==> src/rtl/mem_stream_port.sv <==
// Block mover between the MU0 dual-port memory (port 1) and a valid/ready stream, in either direction.
// Optional running checksum of streamed words: define MEM_STREAM_CHECKSUM_EN.
module mem_stream_port #(
  parameter int ADDR_W = 12,
  parameter int DATA_W = 16,
  parameter int LEN_W  = 13
) (
  input  logic              Clk,
  input  logic              nReset,
  input  logic              cmd_start,
  input  logic              cmd_write,
  input  logic [ADDR_W-1:0] cmd_addr,
  input  logic [LEN_W-1:0]  cmd_len,
  output logic              busy,
  output logic              done,
  output logic [ADDR_W-1:0] mem_addr,
  output logic [DATA_W-1:0] mem_wdata,
  output logic              mem_wen,
  input  logic [DATA_W-1:0] mem_rdata,
  output logic [DATA_W-1:0] out_data,
  output logic              out_valid,
  input  logic              out_ready,
`ifdef MEM_STREAM_CHECKSUM_EN
  output logic [DATA_W-1:0] checksum,
`endif
  input  logic [DATA_W-1:0] in_data,
  input  logic              in_valid,
  output logic              in_ready
);

  // state  | meaning
  // IDLE   | waiting for cmd_start
  // READ   | issuing memory reads, draining 2-entry buffer to out stream
  // WRITE  | accepting in stream words, writing them to memory
  // FINISH | last write in flight; done/busy update on exit
  typedef enum logic [1:0] {IDLE, READ, WRITE, FINISH} state_t;

  state_t            state, state_nxt;
  logic [ADDR_W-1:0] cur;
  logic [LEN_W-1:0]  issue_rem;
  logic [LEN_W-1:0]  pop_rem;
  logic [DATA_W-1:0] fifo_head;
  logic [DATA_W-1:0] fifo_tail;
  logic [1:0]        fifo_cnt;
  logic              inflight;
  logic              accept;
  logic              pop;
  logic              issue;
  logic [2:0]        occ_nxt;

  always_ff @(posedge Clk or negedge nReset) begin
    if (!nReset) state <= IDLE;
    else         state <= state_nxt;
  end

  always_comb begin
    state_nxt = state;
    case (state)
      IDLE: begin
        if (cmd_start) begin
          if (cmd_len == '0)   state_nxt = FINISH;
          else if (cmd_write)  state_nxt = WRITE;
          else                 state_nxt = READ;
        end
      end
      WRITE:   if (accept && issue_rem == LEN_W'(1)) state_nxt = FINISH;
      READ:    if (pop && pop_rem == LEN_W'(1))      state_nxt = FINISH;
      FINISH:  state_nxt = IDLE;
      default: state_nxt = IDLE;
    endcase
  end

  always_comb begin
    out_valid = (fifo_cnt != 2'd0);
    out_data  = fifo_head;
    accept    = (state == WRITE) && in_valid && in_ready;
    pop       = (state == READ) && out_valid && out_ready;
    // occupancy after this edge if no new read were issued; cap at 2
    occ_nxt   = {1'b0, fifo_cnt} + {2'b0, inflight} - {2'b0, pop};
    issue     = (state == READ) && (issue_rem != '0) && (occ_nxt < 3'd2);
  end

  always_ff @(posedge Clk or negedge nReset) begin
    if (!nReset) begin
      busy      <= 1'b0;
      done      <= 1'b0;
      mem_addr  <= '0;
      mem_wdata <= '0;
      mem_wen   <= 1'b0;
      in_ready  <= 1'b0;
      cur       <= '0;
      issue_rem <= '0;
      pop_rem   <= '0;
      fifo_head <= '0;
      fifo_tail <= '0;
      fifo_cnt  <= 2'd0;
      inflight  <= 1'b0;
`ifdef MEM_STREAM_CHECKSUM_EN
      checksum  <= '0;
`endif
    end else begin
      mem_wen  <= 1'b0;
      done     <= 1'b0;
      inflight <= issue;

      if (state == IDLE && cmd_start) begin
        cur       <= cmd_addr;
        issue_rem <= cmd_len;
        pop_rem   <= cmd_len;
        busy      <= 1'b1;
        in_ready  <= cmd_write && (cmd_len != '0);
`ifdef MEM_STREAM_CHECKSUM_EN
        checksum  <= '0;
`endif
      end

      if (state == FINISH) begin
        done <= 1'b1;
        busy <= 1'b0;
      end

      if (accept) begin
        mem_addr  <= cur;
        mem_wdata <= in_data;
        mem_wen   <= 1'b1;
        cur       <= cur + ADDR_W'(1);
        issue_rem <= issue_rem - LEN_W'(1);
        if (issue_rem == LEN_W'(1)) in_ready <= 1'b0;
`ifdef MEM_STREAM_CHECKSUM_EN
        checksum  <= checksum + in_data;
`endif
      end

      if (issue) begin
        mem_addr  <= cur;
        cur       <= cur + ADDR_W'(1);
        issue_rem <= issue_rem - LEN_W'(1);
      end

      if (pop) begin
        pop_rem <= pop_rem - LEN_W'(1);
`ifdef MEM_STREAM_CHECKSUM_EN
        checksum <= checksum + fifo_head;
`endif
      end

      // a read issued last edge lands in the buffer now
      case ({inflight, pop})
        2'b10: begin
          if (fifo_cnt == 2'd0) fifo_head <= mem_rdata;
          else                  fifo_tail <= mem_rdata;
          fifo_cnt <= fifo_cnt + 2'd1;
        end
        2'b01: begin
          fifo_head <= fifo_tail;
          fifo_cnt  <= fifo_cnt - 2'd1;
        end
        2'b11: begin
          if (fifo_cnt == 2'd1) begin
            fifo_head <= mem_rdata;
          end else begin
            fifo_head <= fifo_tail;
            fifo_tail <= mem_rdata;
          end
        end
        default: ;
      endcase
    end
  end

endmodule

==> config.mk <==
export PLATFORM = sky130hd
export DESIGN_NAME = mem_stream_port
export DESIGN_NICKNAME = d
export VERILOG_FILES = /design/src/rtl/mem_stream_port.sv
export SDC_FILE = /design/constraint.sdc
export NUM_CORES = 1
export LEC_CHECK = 0
export CAP_MARGIN = 10
export CORE_ASPECT_RATIO = 1.4
export CORE_UTILIZATION = 25
export CTS_CLUSTER_DIAMETER = 30
export DETAILED_ROUTE_END_ITERATION = 7
export PLACE_DENSITY = 0.44
export SLEW_MARGIN = 30
export SYNTH_ARGS = -nofsm -noshare
export SYNTH_HDL_FRONTEND = slang
export SYNTH_SLANG_ARGS = --single-unit
==> constraint.sdc <==
create_clock -name Clk -period 3.55 [get_ports Clk]
set_clock_uncertainty 0.1 [all_clocks]
set_input_delay 0.5325 -clock Clk [delete_from_list [all_inputs] [get_ports Clk]]
set_output_delay 0.5325 -clock Clk [all_outputs]
set_load 0.01 [all_outputs]
==> results.py <==
# Flow results
metrics = {
    "outcome": {
        "outcome": "finished, final reports clean",
    },
    "synth": {
        "numSynthFlops": 107,
        "syn-num-nets": 624,
        "synth_adder_area_share_pct": 3.38,
        "top_cell_area_share_pct": 49.5,
        "synth-edff-count": 0,
        "synth_top_cell_by_area": "dfrtp_1",
        "syn_inst": 547,
        "mux_share_pct": 7.22,
        "synthXorXnorAreaFrac_pct": 0.648,
        "yosys_warnings": 0,
        "ys_cells": 547,
        "topCellsByArea": "dfrtp_1 50%, nand2_1 8.3%, mux2i_1 3.9%, mux2_2 3.3%, o221a_1 3.3%",
        "netlist_area_mm2": 0.00541,
        "synth-async-reset-ratio_pct": 100,
        "synth.logic.top_family": "simple AND/OR/NAND/NOR gates",
        "ff_type": "dfrtp_1",
        "compound_area_share_pct": 15.0,
        "synth_area_per_cell_um2": 9.88,
        "synth.distinct_cells": 60,
        "simple_gate_share_pct": 20.0,
        "ys_seq_share_pct": 49.5,
        "ys_chip_area_mm2": 0.00541,
    },
    "layout": {
        "most-common-layout-cells": "119 x nand2_1, 110 x clkdlybuf4s50_1, 107 x dfrtp_1, 38 x nor2_1, 29 x a21oi_1",
        "fillers": 2175,
        "nets": 745,
        "layout_top_cell": "nand2_1",
        "num_antenna_cells": 0,
        "fin_area_mm2": 0.00726,
        "drive_gt1_share_pct": 12.3,
        "area_growth_pct": 34.4,
    },
    "floorplan": {
        "fp_util_pct": 25.5,
        "rows": 63,
        "core_area_mm2": 0.0212,
        "dieArea_mm2": 0.0222,
        "io_pins": 112,
        "die_width_um": 126,
    },
    "pwr": {
        "power_leader": "combinational cells",
        "p_int_w": 0.00383,
        "combPwrFrac_pct": 47.1,
        "p_sw_share_pct": 38.5,
        "power_density_mw_per_mm2": 857,
        "p_sw_w": 0.00240,
        "seqPwrFrac_pct": 35.9,
        "combinationalPower_w": 0.00293,
        "pwr-share-clk_pct": 17.1,
        "p_leak_nw": 3.16,
        "vdd_ir_drop_max_uv": 298,
    },
    "setup_path": {
        "startpoint": "fifo_cnt[1]$_DFFE_PN0N_",
        "cp-end-kind": "flip-flop",
        "r2r_slack_ns": 0.30,
        "crit_path_end": "cur[11]$_DFFE_PN0P_",
        "setup.worst_path.start_class": "flip-flop",
        "critical_path_peak_fanout": 29,
        "reg2reg_to": "cur[11]$_DFFE_PN0P_",
        "path_class": "flip-flop to flip-flop",
        "r2r-start": "fifo_cnt[1]$_DFFE_PN0N_",
        "crit_arrival_ns": 3.40,
        "required_ns": 3.70,
        "r2r_cells": 13,
    },
    "worst_hold_path": {
        "hold_class": "primary input to asynchronous set/reset pin",
    },
    "final_timing": {
        "setup_violations": 0,
        "worst_pin_slew_ns": 0.644,
        "hold_viol": 0,
        "fin_crit_sh_pct": 91.6,
        "maxSlewHeadroom_pct": 56.9,
        "drv_slew": 0,
        "min_period_ns": 3.25,
        "fin_tns_setup_ns": 0,
        "fmax_ghz": 0.307,
        "rsz0062_at_grt": "no",
    },
    "detailed_routing": {
        "first_iter_violations": 195,
        "ant_nets": 0,
        "route.detailed.drc": 0,
        "dr.pass1.iters": 4,
        "viasPerCell": 4.82,
        "post_drt_wl_per_cell_um": 16.3,
    },
    "global_route": {
        "grt_pass1_vias": 4630,
        "grt_pass1_wl_mm": 24.6,
        "grt_max_degree": 65,
        "antenna_found_initial": 0,
        "grt-ovfl-total": 0,
    },
    "place": {
        "port_buffers": 111,
        "hpwl_mm": 11.3,
        "place_area_mm2": 0.00693,
        "gp_congestion": 0.836,
    },
    "clock_network": {
        "postCtsHoldBufs": 0,
        "cts_tree": "done",
        "clkTransAtPathRegs_ns": 0.08,
        "post_cts_resized": 0,
        "cts.htree.levels": 3,
        "cts_buffer_depth": 2,
        "clock_sinks": 107,
        "cts_buffers": 9,
        "worstSkewPairLatency_ns": 0.36,
        "cts-root-buf": "clkbuf_16",
    },
    "run": {
        "warnings": 33,
        "drv_cap": 0,
    },
}
metrics by stage:
step	power, W	setup slack [ns]	utilization, %	cells	hold slack, ns
after detailed placement	0.00523	0.00396	32.7	916	0.356
after global routing	0.00672	0.105	34.3	933	0.0217
after floorplan	0.00395	0.0685	-	547	0.137
after global placement	0.00514	0.0701	32.7	916	0.350
final	0.00622	0.297	34.3	933	0.00140
after CTS	0.00633	0.247	34.2	932	0.215
registers in the layout (all words and copies together) (netlist names):
name / flops
issue_rem: 13
mem_wdata: 16
fifo_tail: 16
in_ready: 1
mem_wen: 1
out_data: 16
cur: 12
busy: 1
state: 2
fifo_cnt: 2
mem_addr: 12
done: 1
inflight: 1
pop_rem: 13
critical path, cell delays in order (launching register included):
cell and delay, ns:
dfrtp_1 0.43, inv_1 0.09, ha_1 0.22, and3b_1 0.26, inv_2 0.04, ha_1 0.28
nand2b_1 0.16, fa_1 0.38, xnor2_1 0.19, nand3_1 0.21, o21ai_4 0.26, buf_12 0.21
a21oi_1 0.09, o221a_1 0.22
cell type report:
type                            instances  area (µm²)  share of cell area, %
Clock buffer                            9         225                   3.10
Clock inverter                          7        83.8                   1.15
Inverter                               22        82.6                   1.14
Multi-Input combinational cell        392        2510                   34.6
Sequential cell                       107        2680                   36.9
Tap cell                              260         325                   4.48
Timing Repair Buffer                  136        1360                   18.7
synthesized netlist by cell type (9+ instances only):
library cell,instances
a21oi_1,29
nand2_1,119
mux2i_1,21
clkbuf_1,10
o21ai_0,14
mux2_2,16
ha_1,13
buf_2,9
dfrtp_1,107
nor2_1,38
inv_1,21
nand3_1,23
o221a_1,16
a21oi_2,9
o211ai_1,10
metal layers:
layer	track usage, %	wire, µm	vias up
li1	-	-	2181
met1	16.9	6390	2213
met2	25.3	8020	78
met3	2.36	363	28
met4	7.48	447	0
met5	0	0	-
Fig. 1: routing congestion
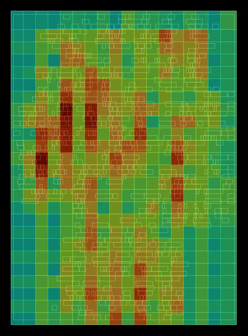
met2 Resource Use GR: 25.3%
GRT Max-Usage Layer: met2
Util after Layout: 34.3%
overall routing resource usage: 14.4%
grt met1 use: 16.9%

Fig. 2: metal 1
Scale bar: 50 µm.
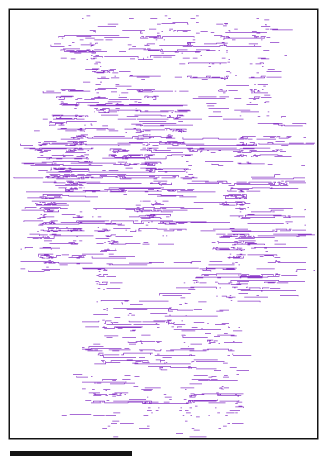
- main direction: horizontal
- share of all routed wire: 42%
- wire length on this layer: 6,390 µm
DR vias: 4,500
Routed Wire Length: 15.2 mm

Fig. 3: met2 routing
Scale bar: 50 µm.
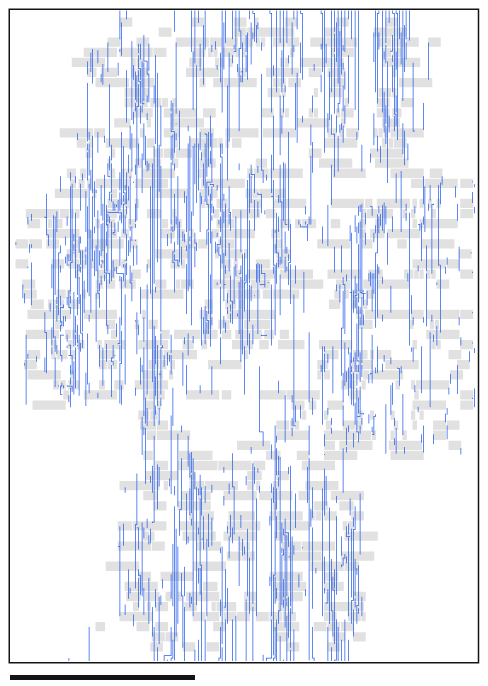
- longest straight run: 58.8 µm
- wire length on this layer: 8,020 µm
- nets with wire on the layer: 626

Fig. 4: M3 wires
Scale bar: 50 µm.
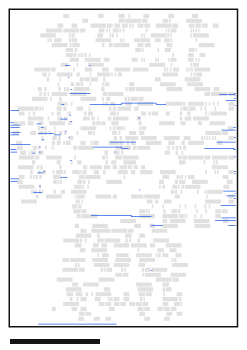
- wire length on this layer: 363 µm
- main direction: horizontal
- nets with wire on the layer: 51
- share of all routed wire: 2.4%
- longest straight run: 43.5 µm
met3 Use GR: 2.36%

Fig. 5: metal 4
Scale bar: 50 µm.
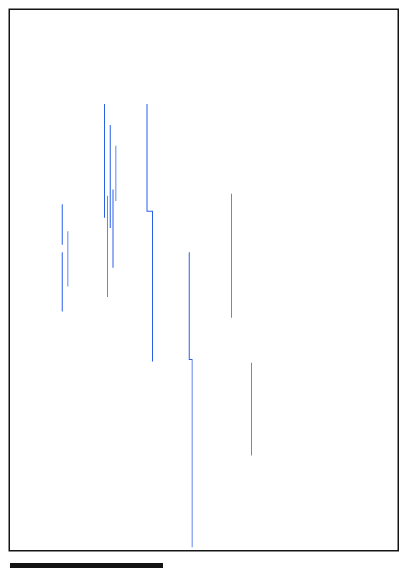
- share of all routed wire: 2.9%
- nets with wire on the layer: 11
- wire length on this layer: 448 µm
- main direction: vertical
- longest straight run: 61.1 µm

No activity file was given, so power comes from the tool's default toggle rates.
